--- src/rtl/mmio_pkg.sv ---
// mmio_pkg: register map offsets, STATUS/CTRL bit positions and default ID for mmio_responder
package mmio_pkg;

    localparam logic [31:0] DEFAULT_ID_VALUE = 32'h4D49_5053;

    localparam logic [5:0] OFS_ID     = 6'h00;
    localparam logic [5:0] OFS_COUNT  = 6'h04;
    localparam logic [5:0] OFS_CMP    = 6'h08;
    localparam logic [5:0] OFS_STATUS = 6'h0C;
    localparam logic [5:0] OFS_TXDATA = 6'h10;
    localparam logic [5:0] OFS_CTRL   = 6'h14;

    localparam int ST_EMPTY   = 0;
    localparam int ST_FULL    = 1;
    localparam int ST_MATCH   = 2;
    localparam int ST_OVF     = 3;
    localparam int ST_CNT_LSB = 4;

    localparam int CTRL_CNT_EN = 0;
    localparam int CTRL_IRQ_EN = 1;

endpackage

--- src/rtl/byte_fifo.sv ---
// byte_fifo: power-of-two circular byte queue with push/pop, full/empty, drop and occupancy
module byte_fifo #(
    parameter  int DEPTH = 4,
    localparam int AW    = $clog2(DEPTH),
    localparam int CW    = AW + 1
) (
    input  logic          i_clk,
    input  logic          i_rst,
    input  logic          i_push,
    input  logic [7:0]    i_data,
    input  logic          i_pop,
    output logic [7:0]    o_data,
    output logic          o_full,
    output logic          o_empty,
    output logic          o_drop,
    output logic [CW-1:0] o_count
);

    logic [7:0]    r_mem [DEPTH];
    logic [AW-1:0] r_wr_ptr;
    logic [AW-1:0] r_rd_ptr;
    logic [CW-1:0] r_count;
    logic          w_pop;
    logic          w_push;

    assign o_full  = r_count == CW'(DEPTH);
    assign o_empty = r_count == '0;
    assign w_pop   = i_pop && !o_empty;
    assign w_push  = i_push && (!o_full || w_pop);
    assign o_drop  = i_push && !w_push;
    assign o_data  = o_empty ? 8'h00 : r_mem[r_rd_ptr];
    assign o_count = r_count;

    // pointers and occupancy; pointers wrap on their own because DEPTH is a power of two
    always_ff @(posedge i_clk) begin
        if (i_rst) begin
            r_wr_ptr <= '0;
            r_rd_ptr <= '0;
            r_count  <= '0;
        end else begin
            r_wr_ptr <= w_push ? r_wr_ptr + AW'(1) : r_wr_ptr;
            r_rd_ptr <= w_pop ? r_rd_ptr + AW'(1) : r_rd_ptr;
            r_count  <= r_count + CW'(w_push) - CW'(w_pop);
        end
    end

    // storage needs no reset: o_data is forced to zero while empty
    always_ff @(posedge i_clk) begin
        if (w_push) r_mem[r_wr_ptr] <= i_data;
    end

endmodule

--- src/rtl/mmio_responder.sv ---
// mmio_responder: windowed MMIO peripheral with cycle counter, compare interrupt and byte output FIFO
module mmio_responder
    import mmio_pkg::*;
#(
    parameter logic [31:0] BASE       = 32'h0000_1000,
    parameter int          FIFO_DEPTH = 4,
    parameter logic [31:0] ID_VALUE   = DEFAULT_ID_VALUE
) (
    input  logic        clock,
    input  logic        reset,
    input  logic [31:0] Address,
    input  logic        wr,
    input  logic [31:0] WriteData,
    output logic [31:0] ReadData,
    output logic        hit,
    output logic [7:0]  out_data,
    output logic        out_valid,
    input  logic        out_ready,
    output logic        irq
);

    localparam int CW = $clog2(FIFO_DEPTH) + 1;

    logic [31:0]   r_count;
    logic [31:0]   r_cmp;
    logic [1:0]    r_ctrl;
    logic          r_match;
    logic          r_ovf;
    logic [31:0]   r_rdata;
    logic          r_hit;
    logic          r_irq;
    logic          w_in_win;
    logic [5:0]    w_ofs;
    logic          w_wr;
    logic          w_match_now;
    logic          w_clr_match;
    logic          w_clr_ovf;
    logic          w_full;
    logic          w_empty;
    logic          w_drop;
    logic [CW-1:0] w_fifo_cnt;
    logic [31:0]   w_status;
    logic [31:0]   w_rdata;
    logic          w_unused;

    assign w_in_win    = Address[31:6] == BASE[31:6];
    assign w_ofs       = {Address[5:2], 2'b00};
    assign w_wr        = wr && w_in_win;
    assign w_match_now = r_ctrl[CTRL_CNT_EN] && r_count == r_cmp;
    assign w_clr_match = w_wr && w_ofs == OFS_STATUS && WriteData[ST_MATCH];
    assign w_clr_ovf   = w_wr && w_ofs == OFS_STATUS && WriteData[ST_OVF];
    assign w_unused    = &{1'b0, Address[1:0]};

    byte_fifo #(.DEPTH(FIFO_DEPTH)) u_fifo (
        .i_clk   (clock),
        .i_rst   (reset),
        .i_push  (w_wr && w_ofs == OFS_TXDATA),
        .i_data  (WriteData[7:0]),
        .i_pop   (out_ready),
        .o_data  (out_data),
        .o_full  (w_full),
        .o_empty (w_empty),
        .o_drop  (w_drop),
        .o_count (w_fifo_cnt)
    );

    // read mux over the current (pre-edge) register state
    always_comb begin
        w_status = '0;
        w_status[ST_EMPTY] = w_empty;
        w_status[ST_FULL] = w_full;
        w_status[ST_MATCH] = r_match;
        w_status[ST_OVF] = r_ovf;
        w_status[ST_CNT_LSB +: 3] = 3'(w_fifo_cnt);
        case (w_ofs)
            OFS_ID:     w_rdata = ID_VALUE;
            OFS_COUNT:  w_rdata = r_count;
            OFS_CMP:    w_rdata = r_cmp;
            OFS_STATUS: w_rdata = w_status;
            OFS_CTRL:   w_rdata = {30'b0, r_ctrl};
            default:    w_rdata = '0;
        endcase
    end

    // counter and RW registers; a COUNT write replaces that cycle's increment
    always_ff @(posedge clock) begin
        if (reset) begin
            r_count <= '0;
            r_cmp   <= '1;
            r_ctrl  <= '0;
        end else begin
            r_count <= (w_wr && w_ofs == OFS_COUNT) ? WriteData : r_count + 32'(r_ctrl[CTRL_CNT_EN]);
            r_cmp   <= (w_wr && w_ofs == OFS_CMP) ? WriteData : r_cmp;
            r_ctrl  <= (w_wr && w_ofs == OFS_CTRL) ? WriteData[1:0] : r_ctrl;
        end
    end

    // sticky flags: a new set event beats a simultaneous write-one-to-clear
    always_ff @(posedge clock) begin
        if (reset) begin
            r_match <= 1'b0;
            r_ovf   <= 1'b0;
            r_irq   <= 1'b0;
        end else begin
            r_match <= w_match_now || (r_match && !w_clr_match);
            r_ovf   <= w_drop || (r_ovf && !w_clr_ovf);
            r_irq   <= r_match && r_ctrl[CTRL_IRQ_EN];
        end
    end

    // one-cycle read port matching main-memory latency
    always_ff @(posedge clock) begin
        if (reset) begin
            r_rdata <= '0;
            r_hit   <= 1'b0;
        end else begin
            r_rdata <= w_in_win ? w_rdata : '0;
            r_hit   <= w_in_win;
        end
    end

    assign ReadData  = r_rdata;
    assign hit       = r_hit;
    assign out_valid = !w_empty;
    assign irq       = r_irq;

endmodule

--- config.mk ---
export PLATFORM = sky130hd
export DESIGN_NAME = mmio_responder
export DESIGN_NICKNAME = d
export VERILOG_FILES = /design/src/rtl/mmio_pkg.sv /design/src/rtl/byte_fifo.sv /design/src/rtl/mmio_responder.sv
export SDC_FILE = /design/constraint.sdc
export NUM_CORES = 1
export LEC_CHECK = 0
export ABC_AREA = 0
export CAP_MARGIN = 20
export CORE_MARGIN = 2
export CORE_UTILIZATION = 50
export CTS_CLUSTER_DIAMETER = 40
export DETAILED_ROUTE_END_ITERATION = 10
export PLACE_DENSITY = 0.8
export REMOVE_ABC_BUFFERS = 1
export SLEW_MARGIN = 20
export SYNTH_ARGS = -nofsm -noshare
export SYNTH_HDL_FRONTEND = slang
export SYNTH_HIERARCHICAL = 1
export SYNTH_SLANG_ARGS = --single-unit
export TNS_END_PERCENT = 10
--- constraint.sdc ---
create_clock -name clock -period 3.7 [get_ports clock]
set_clock_uncertainty 0.05 [all_clocks]
set_input_delay 0.74 -clock clock [delete_from_list [all_inputs] [get_ports clock]]
set_output_delay 0.74 -clock clock [all_outputs]
set_load 0.005 [all_outputs]
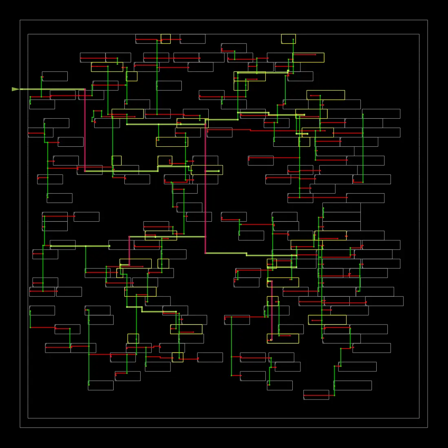
Figure 1: clock nets.
clock-net power: 1.73 mW
Num CTS Buffers: 17

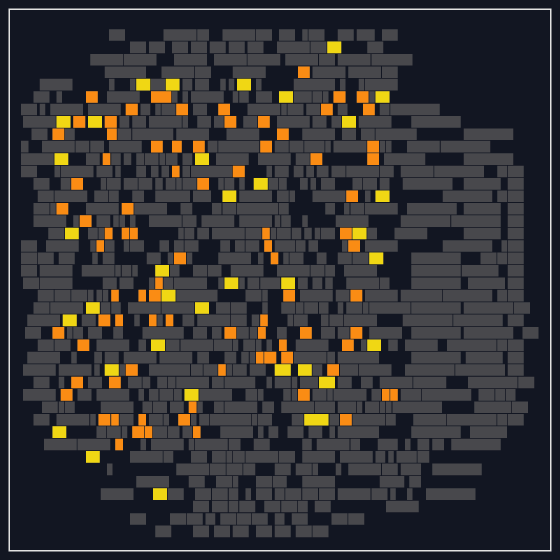
Figure 2: gate-type map.
inverting AOI/OAI gates -> orange  # cells 84, most used a211oi_1
AND-OR and OR-AND gates -> yellow  # cells 35, most used a211o_1
final cell count without fillers: 921
Top cell excl fill/tap: dfxtp_1
Comb/total area: 36.88%

==> flow_metrics.py <==
# Metrics from the implementation run
metrics = {
    "timing": {
        "relSlewSlack_pct": 43.96,
        "setup_slack_ns": 0.4619,
        "rsz0062_at_grt": "no",
    },
    "cells_and_area": {
        "drive_gt1_share_pct": 10.55,
        "final_util_pct": 65.69,
        "inv_count": 16,
        "insertedDiodeCount": 0,
        "dominant_cells": "registers",
    },
    "clocking": {
        "max-clock-path-buffers": 2,
        "cts_setup_buffers": 0,
        "cts.repair.resized": 0,
    },
    "yosys": {
        "synth_area_per_cell_um2": 10.26,
        "ys_seq_share_pct": 48.68,
        "numSynthFlops": 143,
        "syn_inst": 637,
        "ys_cells": 637,
        "ys_sh_mux_pct": 4.573,
    },
    "worst_setup_path": {
        "cp.depth": 12,
        "cp-startpoint": "Address[18]",
        "r2r_start": "u_fifo/o_count[2]$_SDFF_PP0_",
        "crit_required_ns": 3.93,
    },
    "job": {
        "warning_count": 30,
    },
    "placed_design": {
        "dp_hpwl_um": 11110,
        "pre_cts_ws_ns": 0.02161,
        "gp_congestion": 0.8446,
        "portBuffers": 108,
    },
    "floorplan": {
        "ioPinCount": 111,
        "tap_cells": 172,
    },
    "detailed_routing": {
        "drt.antenna.violating_nets": 0,
        "route.detailed.drc": 0,
    },
    "min_path": {
        "min_to": "r_ovf$_SDFF_PP0_",
    },
    "power": {
        "leakage_nw": 2.781,
        "ir_drop_uv": 247.6,
    },
    "grt": {
        "grt.total_usage_pct": 23.02,
    },
    "status": {
        "outcome": "completed",
    },
}
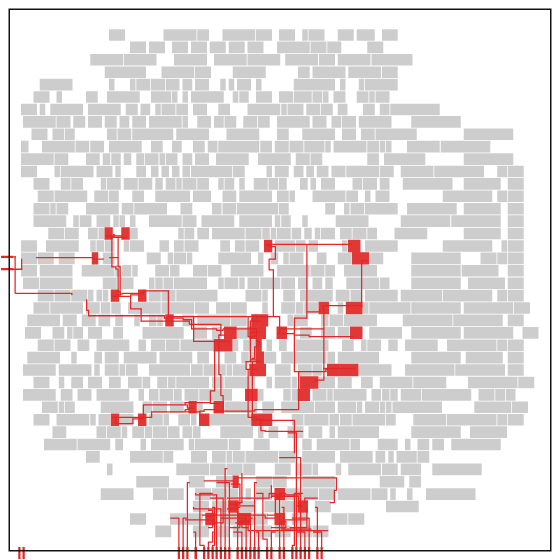
Figure 3: I/O nets highlighted.
`Address` -> red  # bits 32, direction input, edge 30 south, 2 west, end cells 41, buffers 32, wire 1100 um

state kept, by name (all words and copies together) (netlist names), named ones only:
signal	cells
ReadData	32
r_cmp	32
r_count	32
u_fifo/r_mem	32
u_fifo/o_count	3
r_ctrl	2
u_fifo/r_rd_ptr	2
u_fifo/r_wr_ptr	2
hit	1
irq	1
r_match	1
r_ovf	1
cell usage after synthesis (all sizes together) (2+ instances only):
master | n | area share (%)
clkbuf | 22 | 1.7
nand2b | 3 | 0.29
nand3 | 16 | 1.2
a21oi | 22 | 1.7
buf | 21 | 1.7
dfxtp | 111 | 34
xnor2 | 42 | 5.6
or3b | 2 | 0.31
nor2 | 79 | 4.5
and3 | 9 | 0.88
nor2b | 43 | 4.1
nor3b | 3 | 0.42
nand4 | 17 | 1.7
mux2 | 4 | 0.75
or3 | 3 | 0.31
nor3 | 8 | 0.77
o21bai | 2 | 0.23
a211oi | 30 | 3.5
inv | 16 | 0.92
and4 | 5 | 0.67
a211o | 32 | 4.3
nor4 | 11 | 1.3
mux4 | 8 | 2.8
ha | 7 | 1.3
a22oi | 21 | 2.4
nor4b | 2 | 0.27
a31oi | 2 | 0.19
mux2i | 7 | 1.1
o21ai | 6 | 0.46
edfxtp | 32 | 15
and2 | 5 | 0.55
xor2 | 21 | 2.8
nand2 | 14 | 0.80
report_power, final:
part | switching, mW | leakage [nW] | internal [mW]
Clock | 0.718 | 0.283 | 1.02
Sequential | 0.0535 | 1.18 | 1.62
Combinational | 0.198 | 1.31 | 0.314
Total | 0.969 | 2.78 | 2.95
routing by layer:
metal	track usage [%]	vias to the layer above	share of wire, %
met5	0	-	0
met4	7.304	0	1.2
met3	5.164	20	5.8
met2	40.82	178	51
met1	27.60	2455	41
li1	-	2479	-
Power is estimated from default activity; no workload was simulated.
